--- config.mk ---
export PLATFORM = sky130hd
export DESIGN_NAME = st_bus_tx
export DESIGN_NICKNAME = d
export VERILOG_FILES = /design/src/rtl/st_bus_pkg.sv /design/src/rtl/st_bus_sync.sv /design/src/rtl/st_bus_tx.sv
export SDC_FILE = /design/constraint.sdc
export NUM_CORES = 1
export LEC_CHECK = 0
export CAP_MARGIN = 20
export CORE_MARGIN = 4
export CORE_UTILIZATION = 25
export DETAILED_ROUTE_END_ITERATION = 16
export GPL_TIMING_DRIVEN = 0
export RECOVER_POWER = 25
export SYNTH_ARGS = -nofsm -noshare
export SYNTH_HDL_FRONTEND = slang
export SYNTH_SLANG_ARGS = --single-unit
--- constraint.sdc ---
create_clock -name clk50 -period 2.6 [get_ports clk50]
set_input_delay 0.39 -clock clk50 [delete_from_list [all_inputs] [get_ports clk50]]
set_output_delay 0.39 -clock clk50 [all_outputs]
set_load 0.1 [all_outputs]
--- src/rtl/st_bus_pkg.sv ---
// Shared constants for the ST-bus TDM transmitter: frame geometry, counter
// width and the idle byte that fills the channel banks out of reset.
package st_bus_pkg;

  localparam int         NUM_CH_DEF      = 32;
  localparam int         BITS_PER_CH_DEF = 8;
  localparam int         FRAME_LEN       = 2 * NUM_CH_DEF * BITS_PER_CH_DEF;
  localparam int         CNT_W           = 10;
  localparam int         CH_W            = 5;
  localparam logic [7:0] IDLE_BYTE       = 8'hFF;

endpackage

--- src/rtl/st_bus_sync.sv ---
// Two-flop synchronizer for an asynchronous level, plus a one-cycle strobe
// on the rising edge of the synchronized value.
module st_bus_sync #(
  parameter logic RST_VAL = 1'b0
) (
  input  logic clk50_i,
  input  logic rst_ni,
  input  logic async_i,
  output logic sync_o,
  output logic rise_o
);

  logic [1:0] meta_q;
  logic       prev_q;

  always_ff @(posedge clk50_i) begin
    if (!rst_ni) begin
      meta_q <= {2{RST_VAL}};
      prev_q <= RST_VAL;
    end else begin
      meta_q <= {meta_q[0], async_i};
      prev_q <= meta_q[1];
    end
  end

  assign sync_o = meta_q[1];
  assign rise_o = meta_q[1] & ~prev_q;

endmodule

--- src/rtl/st_bus_tx.sv ---
// ST-bus serial transmitter: double-buffered channel store clocked out MSB
// first, two c4 periods per bit, framed by f0.
module st_bus_tx
  import st_bus_pkg::*;
#(
  parameter int NUM_CH      = NUM_CH_DEF,
  parameter int BITS_PER_CH = BITS_PER_CH_DEF
) (
  input  logic            clk50,
  input  logic            reset_tx_rg,
  input  logic            f0,
  input  logic            c4,
  input  logic            wr_en,
  input  logic [CH_W-1:0] wr_ch,
  input  logic [7:0]      wr_data,
  input  logic            commit,
  output logic            data_to_dt,
  output logic            frame_start,
  output logic            locked,
  output logic            slip_err
);

  localparam logic [CNT_W-1:0] CNT_MAX = CNT_W'(2 * NUM_CH * BITS_PER_CH - 1);
  localparam int               FLAT_W  = NUM_CH * 8;
  localparam int               FIDX_W  = $clog2(FLAT_W);

  logic f0_s, f0_rise_unused, c4_level_unused, c4_rise;

  st_bus_sync #(.RST_VAL(1'b1)) u_f0_sync (
    .clk50_i (clk50),
    .rst_ni  (reset_tx_rg),
    .async_i (f0),
    .sync_o  (f0_s),
    .rise_o  (f0_rise_unused)
  );

  st_bus_sync #(.RST_VAL(1'b0)) u_c4_sync (
    .clk50_i (clk50),
    .rst_ni  (reset_tx_rg),
    .async_i (c4),
    .sync_o  (c4_level_unused),
    .rise_o  (c4_rise)
  );

  logic [CNT_W-1:0]  cnt_q, cnt_d;
  logic              locked_q, slip_q, fs_q, pend_q, sel_q, f0_low_q, upd_q, dt_q;
  logic              copy_q;
  logic [CH_W-1:0]   copy_idx_q;
  logic [NUM_CH-1:0] wmask_q;
  logic [FLAT_W-1:0] front_flat;
  logic [FIDX_W-1:0] rd_idx;
  logic              fs_go, swap_go, wr_ok, tx_bit;

  // Only the first c4 rise of a low f0 stretch counts as a frame start.
  assign fs_go   = c4_rise & ~f0_s & ~f0_low_q;
  assign swap_go = fs_go & pend_q;
  assign wr_ok   = wr_en && (int'(wr_ch) < NUM_CH);

  always_comb begin
    cnt_d = cnt_q;
    if (fs_go) begin
      cnt_d = '0;
    end else if (c4_rise && locked_q) begin
      cnt_d = (cnt_q == CNT_MAX) ? '0 : cnt_q + 1'b1;
    end
  end

  always_comb begin
    int bi;
    bi     = int'(cnt_q[CNT_W-1:1]);
    rd_idx = FIDX_W'((bi / BITS_PER_CH) * 8 + (BITS_PER_CH - 1 - (bi % BITS_PER_CH)));
    tx_bit = front_flat[rd_idx];
  end

  always_ff @(posedge clk50) begin
    if (!reset_tx_rg) begin
      cnt_q      <= '0;
      locked_q   <= 1'b0;
      slip_q     <= 1'b0;
      fs_q       <= 1'b0;
      pend_q     <= 1'b0;
      sel_q      <= 1'b0;
      f0_low_q   <= 1'b0;
      upd_q      <= 1'b0;
      dt_q       <= 1'b1;
      copy_q     <= 1'b0;
      copy_idx_q <= '0;
      wmask_q    <= '0;
    end else begin
      cnt_q <= cnt_d;
      fs_q  <= fs_go;
      upd_q <= c4_rise;
      if (c4_rise) f0_low_q <= ~f0_s;
      if (fs_go) begin
        locked_q <= 1'b1;
        if (locked_q && cnt_q != CNT_MAX) slip_q <= 1'b1;
      end
      if (swap_go) begin
        sel_q  <= ~sel_q;
        pend_q <= commit;
      end else if (commit) begin
        pend_q <= 1'b1;
      end
      // cnt_q already holds the new position one cycle after c4_rise.
      if (!locked_q) dt_q <= 1'b1;
      else if (upd_q && !cnt_q[0]) dt_q <= tx_bit;
      if (swap_go) begin
        copy_q     <= 1'b1;
        copy_idx_q <= '0;
        wmask_q    <= '0;
      end else begin
        if (copy_q) begin
          copy_idx_q <= copy_idx_q + 1'b1;
          if (copy_idx_q == CH_W'(NUM_CH - 1)) copy_q <= 1'b0;
        end
        if (wr_ok) wmask_q[wr_ch] <= 1'b1;
      end
    end
  end

  // Entries written since the swap are newer than the front copy, so the copy skips them.
  for (genvar gi = 0; gi < NUM_CH; gi++) begin : g_ch
    logic [7:0] ent_q [2];
    logic       wr_hit, cp_hit;

    assign wr_hit = wr_en && (wr_ch == CH_W'(gi));
    assign cp_hit = copy_q && (copy_idx_q == CH_W'(gi)) && !wmask_q[gi];

    always_ff @(posedge clk50) begin
      if (!reset_tx_rg) begin
        ent_q[0] <= IDLE_BYTE;
        ent_q[1] <= IDLE_BYTE;
      end else if (wr_hit) begin
        ent_q[~sel_q] <= wr_data;
      end else if (cp_hit) begin
        ent_q[~sel_q] <= ent_q[sel_q];
      end
    end

    assign front_flat[gi*8 +: 8] = ent_q[sel_q];
  end

  assign data_to_dt  = dt_q;
  assign frame_start = fs_q;
  assign locked      = locked_q;
  assign slip_err    = slip_q;

endmodule

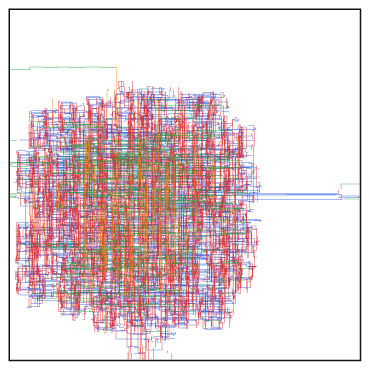
(images/metal_stack.png)
(1 px per um)
red -> met2  # wire length 45.8 mm
green -> met3  # wire length 11,200 um
orange -> met4  # wire length 5,120 um
blue -> met1  # wire length 39.8 mm

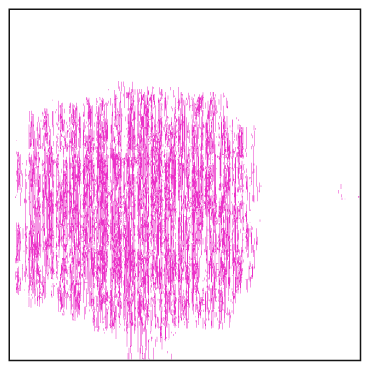
(images/met2.png)
(1 px per um)
share of all routed wire = 45%
main direction = vertical
longest straight run = 103 um

==> logic make-up after synthesis <==
family | after synthesis
flip-flops | 574
XOR/XNOR | 13
multiplexers | 339
buffers and inverters | 229
AND/OR/NAND/NOR | 1112
adder cells (fa/ha/maj) | 7
AND-OR/OR-AND | 433
==> Yosys cell counts, types with 3 or more instances <==
cell,n
ha_1,7
mux2i_1,268
mux2_2,4
xor2_1,4
and4_1,3
dfxtp_1,62
a211oi_1,7
nor3b_2,3
nand3b_1,3
a22oi_1,18
buf_4,3
nor3_1,6
and2_1,19
a32oi_1,4
edfxtp_1,512
and3_1,34
xnor2_1,9
buf_8,5
a21oi_1,69
nand2b_1,44
inv_1,7
mux4_2,66
buf_6,13
clkbuf_1,168
nor2b_1,43
nor2_1,106
nand3_1,12
nand2_1,824
a311oi_1,3
o21ai_0,288
o22ai_1,8
buf_2,23
nand4_1,5
buf_1,6
a21o_1,4
==> metrics by stage <==
stage	cell area (um2)	utilization (%)	setup TNS (ns)	instances	power, mW
floorplan	29200	-	0	2707	10.9
CTS	33700	29.1	-0.342	4361	19.4
finish	34300	29.5	-6.50	4369	19.4
global placement	31300	27.0	-1153.08	4249	11.2
detailed placement	31600	27.2	-945.91	4284	11.2
global route	34300	29.5	-29.23	4368	19.8
==> layout make-up <==
cell class              count  area [um2]
plain buffers             181        1240
inverters                   7        28.8
diodes                      1        2.50
clock inverters            32         158
well taps                1524        1910
fillers                 12100       81800
multi-input cells        1904       12000
clock buffers              82        1680
flip-flops and latches    574       16600
repair buffers             64         603
==> worst max path at each step <==
stage / to / from / slack, ns
floorplan: g_ch[28].ent_q[1][0] / wr_ch[4] / 0.03
global placement: g_ch[0].ent_q[1][5] / wr_en / -2.06
detailed placement: g_ch[18].ent_q[0][6] / wr_ch[1] / -1.40
CTS: data_to_dt / flop / -0.29
global route: data_to_dt / flop / -0.22
finish: data_to_dt / cnt_q[2] / -0.21
==> sequential cells by signal, summed over array words and instances (netlist names), named ones only <==
name	count
cnt_q	10
copy_idx_q	5
copy_q	1
data_to_dt	1
f0_low_q	1
frame_start	1
g_ch.ent_q	512
locked	1
pend_q	1
sel_q	1
slip_err	1
u_c4_sync.meta_q	2
u_c4_sync.prev_q	1
u_f0_sync.meta_q	2
upd_q	1
wmask_q	32
==> worst max-delay path, cell delays in order, from the launching register on <==
cell      delay, ns
dfxtp_1        0.30
clkbuf_4       0.26
buf_6          0.23
buf_2          0.23
buf_8          0.19
mux4_2         0.34
mux2i_4        0.33
nor3b_1        0.10
a31oi_1        0.27
nand4b_1       0.17
o311ai_2       0.27
==> routing by layer <==
| metal | vias to the layer above | wire, um |
|---|---|---|
| met3 | 272 | 11200 |
| met5 | - | 0 |
| met4 | 0 | 5120 |
| met1 | 11200 | 39800 |
| li1 | 9815 | - |
| met2 | 1213 | 45800 |
==> timing repair <==
item | CTS | global route
pin swaps | 1 | 5
endpoints found under the setup margin | 1020 | 547
setup buffers | 0 | 7
gates resized | 206 | 149
hold buffers | 0 | 0
==> reports/results.tsv <==
stage	metric	value	unit
run_status	status	finished, violations left	
run_status	failing checks	setup timing	
floorplan	Die Y	350	um
routing	vias	22500	
cts	CTS tree	yes	
global_routing	met3 GRT Util	3.61	%
timing	Slew Limit Fails	0	
synthesis	Synth Area in XOR/XNOR	0.390	%
floorplan	FP Util	25.2	%
pwr	dominant power group	registers	
final_layout	most numerous logic cell after layout	nand2_1	
synthesis	yosys stat cell total	2707	
cts	CTS Buf Count	60	
pwr	Net Sw Frac	23.2	%
timing	PnR worst setup slack	-0.208	ns
routing	DRC Markers	0	
cts	clock root buffer	clkbuf_16	
worst_setup_path	start of the worst register-to-register path	cnt_q[2]	
timing	fmax	0.356	GHz
worst_setup_path	kind of end point of the critical path	flop	
worst_hold_path	Min-Delay Path Class	in -> reg	
synthesis	top_reg_cell synth	edfxtp_1	
synthesis	post-synth area from yosys stat	29200	um2
job	Log Warnings	32	
worst_hold_path	Hold Crit Start	f0	
synthesis	AO/OA Area Share	8.24	%
synthesis	YS warnings	0	
routing	ANT nets after route	0	
synthesis	Nets at Floorplan	2733	
worst_setup_path	worst-path fanout max	10	
pwr	Max VDD drop	493	uV
place	buffers added on ports	18	
pwr	clock-net power	8.28	mW
worst_setup_path	reg2reg setup slack	-0.21	ns
timing	Worst slew margin	18.3	%
timing	Final Hold Vio Count	0	
synthesis	#FFs+latches synth	574	
synthesis	Gate Count Post-Synth	2707	
pwr	switching power	4.50	mW
timing	period utilization	108	%
pwr	Seq. pwr	10.3	mW
pwr	pwr dens	566	nW/um2
synthesis	Adder Area Share	0.300	%
global_routing	met1 usage	21.0	%
pwr	Comb. pwr	0.856	mW
routing	WL/cell	23.3	um
worst_setup_path	crit path kind	reg -> reg	
pwr	sequential power share	52.9	%
floorplan	Chip Area	122000	um2
floorplan	Chip Width	350	um
floorplan	Core ar.	116000	um2
synthesis	flip-flops with a built-in enable	512	
worst_setup_path	critical path arrival	3.37	ns
timing	Setup violations, final	137	
cts	Worst-Skew Late Latency	0.65	ns
global_routing	vias in the first global route	21100	
synthesis	register share after synthesis	56.9	%
timing	worst-case hold slack	0.308	ns
Power is estimated from default activity; no workload was simulated.
